### src/rtl/celement_branch_buf.sv
// Clocked multi-branch token buffer: four-phase input handshake into a FIFO,
// per-token branch-mask replay over independent four-phase output handshakes.
module celement_branch_buf #(
    parameter int unsigned NCH         = 2,
    parameter int unsigned DW          = 8,
    parameter int unsigned DEPTH       = 4,
    parameter int unsigned SEND_DLY    = 4,
    parameter int unsigned SYNC_STAGES = 2,
    localparam int unsigned CW         = $clog2(DEPTH + 1)
) (
    input  logic           CLK,
    input  logic           RESETN,
    input  logic           LOPEN,
    input  logic           SENDIN,
    output logic           ACKOUT,
    input  logic [DW-1:0]  DATAIN,
    input  logic [NCH-1:0] EXBIN,
    output logic [NCH-1:0] SENDOUT,
    input  logic [NCH-1:0] ACKIN,
    output logic [DW-1:0]  DATAOUT,
    output logic           CP,
    output logic           DROP,
    output logic [CW-1:0]  COUNT
);

    localparam int unsigned PW   = $clog2(DEPTH);
    localparam int unsigned EW   = NCH + DW;
    localparam int unsigned DLYW = (SEND_DLY > 0) ? $clog2(SEND_DLY + 1) : 1;

    typedef enum logic {U_IDLE, U_ACK} u_state_e;
    typedef enum logic [1:0] {D_IDLE, D_DELAY, D_ACTIVE} d_state_e;

    u_state_e       u_state_q, u_state_d;
    d_state_e       d_state_q, d_state_d;
    logic           ackout_q, ackout_d;
    logic           cp_q, cp_d;
    logic           drop_q, drop_d;
    logic [CW-1:0]  count_q, count_d;
    logic [PW-1:0]  wr_ptr_q, rd_ptr_q;
    logic [NCH-1:0] pend_q, pend_d;
    logic [NCH-1:0] sendout_q, sendout_d;
    logic [DW-1:0]  dataout_q, dataout_d;
    logic [DLYW-1:0] dly_q, dly_d;
    logic [EW-1:0]  mem_q [DEPTH];
    logic           push, pop;

    logic [NCH:0]   sync_s;
    logic           sendin_s;
    logic [NCH-1:0] ackin_s;

    if (SYNC_STAGES == 0) begin : g_nosync
        assign sync_s = {SENDIN, ACKIN};
    end else begin : g_sync
        logic [NCH:0] sync_q [SYNC_STAGES];
        // Flop chain resynchronising SENDIN and every ACKIN together
        always_ff @(posedge CLK or negedge RESETN) begin
            if (!RESETN) begin
                for (int k = 0; k < SYNC_STAGES; k++) sync_q[k] <= '0;
            end else begin
                sync_q[0] <= {SENDIN, ACKIN};
                for (int k = 1; k < SYNC_STAGES; k++) sync_q[k] <= sync_q[k-1];
            end
        end
        assign sync_s = sync_q[SYNC_STAGES-1];
    end

    assign sendin_s = sync_s[NCH];
    assign ackin_s  = sync_s[NCH-1:0];

    // Upstream handshake: capture on request when not full, hold ACKOUT until RTZ
    always_comb begin
        u_state_d = u_state_q;
        ackout_d  = ackout_q;
        push      = 1'b0;
        unique case (u_state_q)
            U_IDLE: begin
                if (sendin_s && (count_q < CW'(DEPTH))) begin
                    push      = 1'b1;
                    ackout_d  = 1'b1;
                    u_state_d = U_ACK;
                end
            end
            U_ACK: begin
                if (!sendin_s) begin
                    ackout_d  = 1'b0;
                    u_state_d = U_IDLE;
                end
            end
            default: u_state_d = U_IDLE;
        endcase
        cp_d = push;
    end

    // Downstream: load head, wait out the delay, then run per-branch four-phase cycles
    always_comb begin
        d_state_d = d_state_q;
        pend_d    = pend_q;
        sendout_d = sendout_q;
        dataout_d = dataout_q;
        dly_d     = dly_q;
        drop_d    = 1'b0;
        pop       = 1'b0;
        unique case (d_state_q)
            D_IDLE: begin
                if (count_q != '0) begin
                    pend_d    = mem_q[rd_ptr_q][DW +: NCH];
                    dataout_d = mem_q[rd_ptr_q][DW-1:0];
                    dly_d     = DLYW'(SEND_DLY);
                    d_state_d = D_DELAY;
                end
            end
            D_DELAY: begin
                if (dly_q != '0) begin
                    dly_d = dly_q - DLYW'(1);
                end else if (LOPEN) begin
                    if (pend_q == '0) begin
                        pop       = 1'b1;
                        drop_d    = 1'b1;
                        d_state_d = D_IDLE;
                    end else begin
                        sendout_d = pend_q;
                        d_state_d = D_ACTIVE;
                    end
                end
            end
            D_ACTIVE: begin
                for (int i = 0; i < NCH; i++) begin
                    if (sendout_q[i] && ackin_s[i]) begin
                        sendout_d[i] = 1'b0;
                    end else if (!sendout_q[i] && pend_q[i] && !ackin_s[i]) begin
                        pend_d[i] = 1'b0;
                    end
                end
                if (pend_d == '0) begin
                    pop       = 1'b1;
                    d_state_d = D_IDLE;
                end
            end
            default: d_state_d = D_IDLE;
        endcase
    end

    // Occupancy: simultaneous push and pop leave it unchanged
    always_comb begin
        unique case ({push, pop})
            2'b10:   count_d = count_q + CW'(1);
            2'b01:   count_d = count_q - CW'(1);
            default: count_d = count_q;
        endcase
    end

    // State, pointer and output registers
    always_ff @(posedge CLK or negedge RESETN) begin
        if (!RESETN) begin
            u_state_q <= U_IDLE;
            d_state_q <= D_IDLE;
            ackout_q  <= 1'b0;
            cp_q      <= 1'b0;
            drop_q    <= 1'b0;
            count_q   <= '0;
            wr_ptr_q  <= '0;
            rd_ptr_q  <= '0;
            pend_q    <= '0;
            sendout_q <= '0;
            dataout_q <= '0;
            dly_q     <= '0;
        end else begin
            u_state_q <= u_state_d;
            d_state_q <= d_state_d;
            ackout_q  <= ackout_d;
            cp_q      <= cp_d;
            drop_q    <= drop_d;
            count_q   <= count_d;
            pend_q    <= pend_d;
            sendout_q <= sendout_d;
            dataout_q <= dataout_d;
            dly_q     <= dly_d;
            if (push) wr_ptr_q <= wr_ptr_q + PW'(1);
            if (pop)  rd_ptr_q <= rd_ptr_q + PW'(1);
        end
    end

    // Token storage: {mask, data} per entry
    always_ff @(posedge CLK) begin
        if (push) mem_q[wr_ptr_q] <= {EXBIN, DATAIN};
    end

    assign ACKOUT  = ackout_q;
    assign SENDOUT = sendout_q;
    assign DATAOUT = dataout_q;
    assign CP      = cp_q;
    assign DROP    = drop_q;
    assign COUNT   = count_q;

endmodule

### config.mk
export PLATFORM = sky130hd
export DESIGN_NAME = celement_branch_buf
export DESIGN_NICKNAME = d
export VERILOG_FILES = /design/src/rtl/celement_branch_buf.sv
export SDC_FILE = /design/constraint.sdc
export NUM_CORES = 1
export LEC_CHECK = 0
export CAP_MARGIN = 40
export CORE_UTILIZATION = 53
export CTS_BUF_LIST = sky130_fd_sc_hd__clkbuf_2 sky130_fd_sc_hd__clkbuf_4 sky130_fd_sc_hd__clkbuf_8
export CTS_CLUSTER_DIAMETER = 30
export DETAILED_ROUTE_END_ITERATION = 6
export PLACE_DENSITY = 0.78
export SKIP_LAST_GASP = 1
export SYNTH_ARGS = -nofsm -noshare
export SYNTH_HDL_FRONTEND = slang
export SYNTH_SLANG_ARGS = --single-unit
### constraint.sdc
create_clock -name CLK -period 2.44 [get_ports CLK]
set_input_delay 0.244 -clock CLK [delete_from_list [all_inputs] [get_ports CLK]]
set_output_delay 0.244 -clock CLK [all_outputs]
set_load 0.05 [all_outputs]
**Run 1: clock network drawn from the DEF**

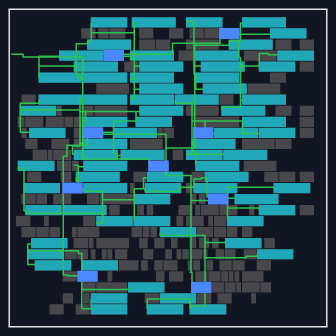
- clock wires: green (length 808 um)
- flip-flops: cyan (count 74)
- clock-net drivers: blue (count 9)
- routed clock nets: 10
share of power burned in the clock network: 19.8%
Clock Skew: 0.00888 ns

**Run 1: routing congestion map**

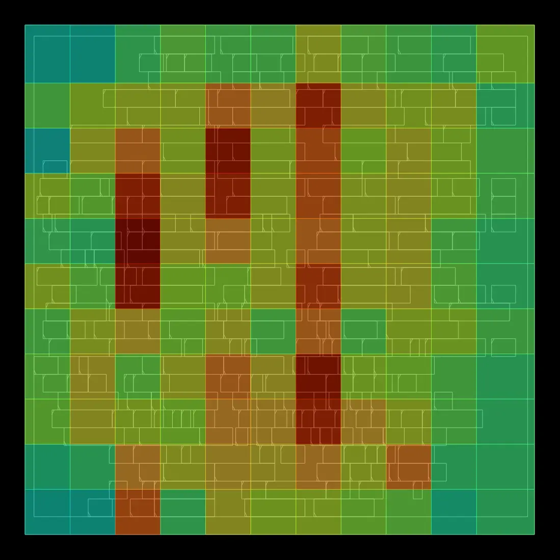
wire length per cell: 15.7 um
met3 Track Usage GR: 7.29%
met2 GRT Util: 28.1%
overall routing resource usage: 18.3%

==> impl_summary.log, run 1 <==
[report] implementation figures
INFO  metric status = finished, final reports clean
INFO  metric cts_repair_resize_count = 1
INFO  metric worst_pin_slew = 0.593 ns
INFO  metric synthesis.area = 3050 um2
INFO  metric openroad.warnings = 32
INFO  metric clk_share = 5.27%
INFO  metric power.switching_fraction = 36.4%
INFO  metric share_seq_of_total_power = 39.5%
INFO  metric cell_type_with_the_largest_total_area_after_synthesis = sky130_fd_sc_hd__edfxtp_1
INFO  metric initial_antenna_violation_count = 0
INFO  metric post_synth_fa_ha_maj_area_fraction = 4.76%
INFO  metric ys_seq_elements = 74
INFO  metric logic_area = 921 um2
INFO  metric endpoint_kind = flop
INFO  metric tritoncts.num_buffers = 9
INFO  metric p_int = 2.97 mW
INFO  metric ir_drop = 0.000686 V
INFO  metric buffers = 42
INFO  metric rr_worst_depth = 11
INFO  metric p_comb_share = 40.7%
INFO  metric area_delta_synth_final = 21.4%
INFO  metric synth_warnings = 0
INFO  metric clkLatencyLatePin = 0.34 ns
INFO  metric critical_path.slowest_cell = sky130_fd_sc_hd__dfrtp_1
INFO  metric synth.net_count = 213
INFO  metric synthTopCellsByArea = sky130_fd_sc_hd__edfxtp_1 (39%), sky130_fd_sc_hd__dfrtp_1 (28%), sky130_fd_sc_hd__mux4_2 (7.4%)
INFO  metric muxShareOfSynthArea = 11.3%
INFO  metric wl_met1 = 2190 um
INFO  metric setup_ws = 0.161 ns
INFO  metric seqCellArea = 2050 um2
INFO  metric routed_wl = 4890 um
INFO  metric worst-r2r-setup-slack = 0.16 ns
INFO  metric placementRows = 27
INFO  metric cp_slowest_stage_delay = 0.40 ns
INFO  metric io_pins = 32
INFO  metric worstSetupEndpoint = COUNT[2]
INFO  metric via_count = 1,647
INFO  metric met1_track_utilization_from_global_routing = 22.6%
INFO  metric arrival = 2.50 ns
INFO  metric clk_path_buf_depth = 2
INFO  metric yosys.cell_count.top_type = sky130_fd_sc_hd__edfxtp_1
INFO  metric simple_gate_share = 4.92%
INFO  metric logic_gates = 93
INFO  metric first_global_vias = 1,678
INFO  metric hold_class = input pin to asynchronous set/reset pin
INFO  metric sequential_cell_total = 74
INFO  metric proportion_of_layout_cells_with_a_drive_suffix_above_1 = 23.4%
INFO  metric final_net_count = 261
INFO  metric dp_worst_setup_slack = -0.0626 ns
INFO  metric power.net_switching = 1.70 mW
INFO  metric dp.final_hpwl = 3320 um
INFO  metric syn-instance-count = 186
INFO  metric wl_met3 = 219 um
INFO  metric port-buffer-count = 31
INFO  metric crit_type = flop to flop
INFO  metric grt_start_max_net_pins = 35
INFO  metric fin_worst_hold_slack = 0.312 ns
INFO  metric number_of_flops_mapped_to_enable_cells_by_yosys = 40
INFO  metric stdcell_area = 3700 um2
INFO  metric critPathLaunch = dly_q[1]
INFO  metric top_register = mem_q
INFO  metric clkSinkCount = 74
INFO  metric clk_transition_reported_paths = 0.08 ns
INFO  metric gr-max-usage-layer = met2
INFO  metric finalWeightedCongestion = 0.824
INFO  metric clockRootBuffer = sky130_fd_sc_hd__clkbuf_8
INFO  metric drt_iter0_markers = 115
INFO  metric global_route_wire_length_before_repair = 7890 um
INFO  metric comb-power = 1.90 mW
INFO  metric path_delay_family = adder cells
INFO  metric filler_cell_count = 410
INFO  metric met2_wirelength = 2390 um
INFO  metric power.total = 4.67 mW
INFO  metric max_reg_flops = 40
INFO  metric worstPathMaxFanout = 3
INFO  metric post-route-util = 66.8%
INFO  metric die_w = 77.9 um
INFO  metric pg_clk = 0.924 mW
INFO  metric comb-cell-share = 24.9%
INFO  metric nClkBuffers = 11
INFO  metric syn_avg_cell_area = 16.4 um2
INFO  metric post_cts_setup_buffers = 0
INFO  metric crit-reg2reg-launch = dly_q[1]
INFO  metric layout_worst_path_cycle_share = 93.4%
INFO  metric relSlewSlack = 60.4%
**Run 1: gate families picked out**

Bar = 20 um.
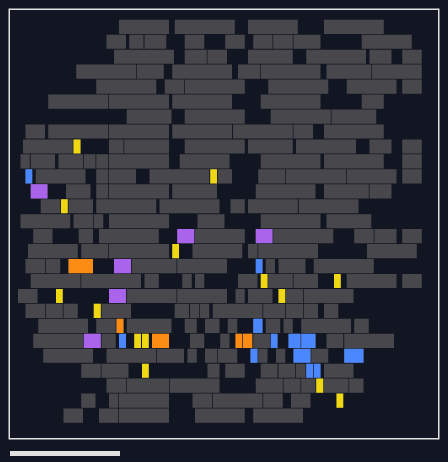
- inv cells: yellow (cells 14; most used inv_1)
- nand cells: blue (cells 12; most used nand2_1)
- xor and xnor cells: purple (cells 6; most used xor2_1)
- nor cells: orange (cells 5; most used nor2_1)
non-filler cells in the finished layout: 311
top logic cell by instance count in the layout: sky130_fd_sc_hd__edfxtp_1

==> run 2, diff against run 1 <==
--- a/config.mk
+++ b/config.mk
@@ -5,12 +5,11 @@
 export SDC_FILE = /design/constraint.sdc
 export NUM_CORES = 1
 export LEC_CHECK = 0
-export CAP_MARGIN = 40
 export CORE_UTILIZATION = 53
 export CTS_BUF_LIST = sky130_fd_sc_hd__clkbuf_2 sky130_fd_sc_hd__clkbuf_4 sky130_fd_sc_hd__clkbuf_8
 export CTS_CLUSTER_DIAMETER = 30
 export DETAILED_ROUTE_END_ITERATION = 6
-export PLACE_DENSITY = 0.78
+export PLACE_DENSITY = 0.79
 export SKIP_LAST_GASP = 1
 export SYNTH_ARGS = -nofsm -noshare
 export SYNTH_HDL_FRONTEND = slang
==> constraint.sdc (replaced) <==
create_clock -name CLK -period 2.44 [get_ports CLK]
set_input_delay 0.732 -clock CLK [delete_from_list [all_inputs] [get_ports CLK]]
set_output_delay 0.732 -clock CLK [all_outputs]
set_load 0.05 [all_outputs]
==> run 2 against run 1 <==
Non-clock buffer count rose by 2. Synthesized cell count stayed put. Flip-flop count did not move. First-iteration DRC count decreased by 15%. Maximum frequency fell by 3.8%. Combinational power increased by 2%.
==> impl_summary.log, run 2 <==
[report] implementation figures
INFO  metric status = finished, final reports clean
INFO  metric sequential_cell_total = 74
INFO  metric initial_antenna_violation_count = 0
INFO  metric first_global_vias = 1,755
INFO  metric cp_slowest_stage_delay = 0.49 ns
INFO  metric simple_gate_share = 4.92%
INFO  metric crit_type = input pin to flop
INFO  metric pg_clk = 1.01 mW
INFO  metric gr-max-usage-layer = met2
INFO  metric number_of_flops_mapped_to_enable_cells_by_yosys = 40
INFO  metric muxShareOfSynthArea = 11.3%
INFO  metric hold_class = flop to flop
INFO  metric synthTopCellsByArea = sky130_fd_sc_hd__edfxtp_1 (39%), sky130_fd_sc_hd__dfrtp_1 (28%), sky130_fd_sc_hd__mux4_2 (7.4%)
INFO  metric arrival = 2.63 ns
INFO  metric critPathLaunch = LOPEN
INFO  metric wl_met3 = 208 um
INFO  metric port-buffer-count = 31
INFO  metric share_seq_of_total_power = 38.4%
INFO  metric met2_wirelength = 2640 um
INFO  metric syn-instance-count = 186
INFO  metric power.total = 4.80 mW
INFO  metric logic_gates = 93
INFO  metric clkSinkCount = 74
INFO  metric drt_iter0_markers = 98
INFO  metric relSlewSlack = 58.5%
INFO  metric logic_area = 940 um2
INFO  metric clk_path_buf_depth = 2
INFO  metric critical_path.slowest_cell = sky130_fd_sc_hd__clkdlybuf4s50_1
INFO  metric die_w = 77.9 um
INFO  metric clk_share = 5.70%
INFO  metric met1_track_utilization_from_global_routing = 22.7%
INFO  metric rr_worst_depth = 12
INFO  metric power.switching_fraction = 36.0%
INFO  metric clockRootBuffer = sky130_fd_sc_hd__clkbuf_8
INFO  metric final_net_count = 263
INFO  metric seqCellArea = 2050 um2
INFO  metric wl_met1 = 2140 um
INFO  metric ir_drop = 0.000687 V
INFO  metric syn_avg_cell_area = 16.4 um2
INFO  metric worst_ep_required_time = 2.70 ns
INFO  metric fin_cells = 313
INFO  metric synth_warnings = 0
INFO  metric placed_area = 3490 um2
INFO  metric post_cts_setup_buffers = 0
INFO  metric grt_start_max_net_pins = 35
INFO  metric routed_wl = 5120 um
INFO  metric comb-cell-share = 25.0%
INFO  metric cell_type_with_the_largest_total_area_after_synthesis = sky130_fd_sc_hd__edfxtp_1
INFO  metric p_comb_share = 40.5%
INFO  metric placementRows = 27
INFO  metric dp.final_hpwl = 3420 um
INFO  metric p_int = 3.07 mW
INFO  metric stdcell_area = 3750 um2
INFO  metric post-route-util = 67.8%
INFO  metric global_route_wire_length_before_repair = 8330 um
INFO  metric endpoint_kind = flop
INFO  metric synthesis.area = 3050 um2
INFO  metric post_synth_fa_ha_maj_area_fraction = 4.76%
INFO  metric grt_util_all_layers = 19.3%
INFO  metric cts_repair_resize_count = 2
INFO  metric nClkBuffers = 10
INFO  metric comb-power = 1.94 mW
INFO  metric io_pins = 32
INFO  metric synth.net_count = 213
INFO  metric openroad.warnings = 32
INFO  metric via_count = 1,701
INFO  metric power.net_switching = 1.73 mW
INFO  metric worst_pin_slew = 0.622 ns
INFO  metric path_buffers = 3
INFO  metric yosys.cell_count.top_type = sky130_fd_sc_hd__edfxtp_1
INFO  metric clk_transition_reported_paths = 0.07 ns
INFO  metric tritoncts.num_buffers = 9
INFO  metric worst-r2r-setup-slack = 0.17 ns
INFO  metric worst_clock_skew = 0.00825 ns
INFO  metric layout_worst_path_cycle_share = 97.0%
INFO  metric layout.cells.most_common = sky130_fd_sc_hd__edfxtp_1
INFO  metric dp_worst_setup_slack = -0.364 ns
INFO  metric clkLatencyLatePin = 0.34 ns
INFO  metric buf_share = 10.8%
INFO  metric worstSetupEndpoint = COUNT[2]
INFO  metric proportion_of_layout_cells_with_a_drive_suffix_above_1 = 24.1%
INFO  metric ys_seq_elements = 74
INFO  metric fin_worst_hold_slack = 0.351 ns
INFO  metric worst_hold_startpoint = g_sync.sync_q[5]
INFO  metric critical_path_most_common_cell = sky130_fd_sc_hd__xor2_1
INFO  metric top_register = mem_q
INFO  metric filler_cell_count = 390
**Run 2: cells by drive strength**

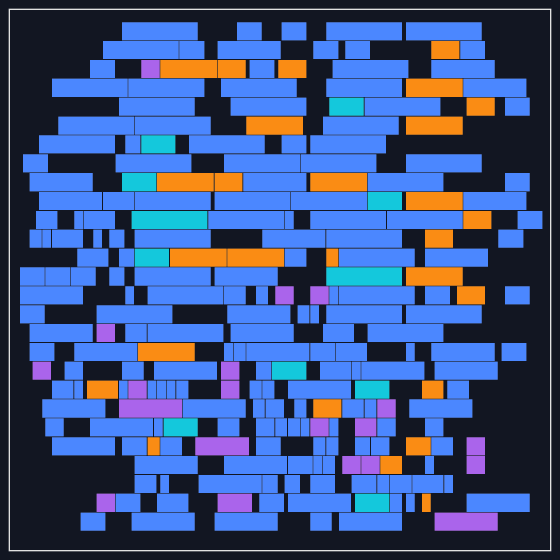
- x3 and x4: purple (cells 20)
- x1 and smaller: blue (cells 183)
- x2: orange (cells 27)
- x6 and larger: cyan (cells 11)
area overhead of the layout relative to synthesis: 23.1%
non-clock buffer count in the final layout: 44
worst-case setup margin in the final layout: 0.0721 ns

**Run 2: routing congestion map**

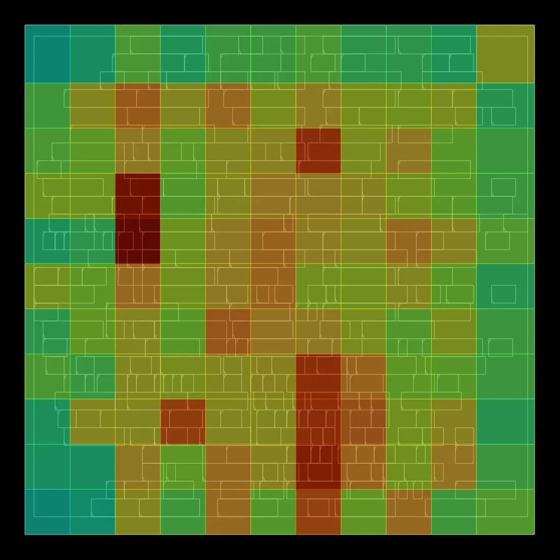
met3 Track Usage GR: 4.12%
met2 GRT Util: 32.4%

No activity file was given, so power comes from the tool's default toggle rates.
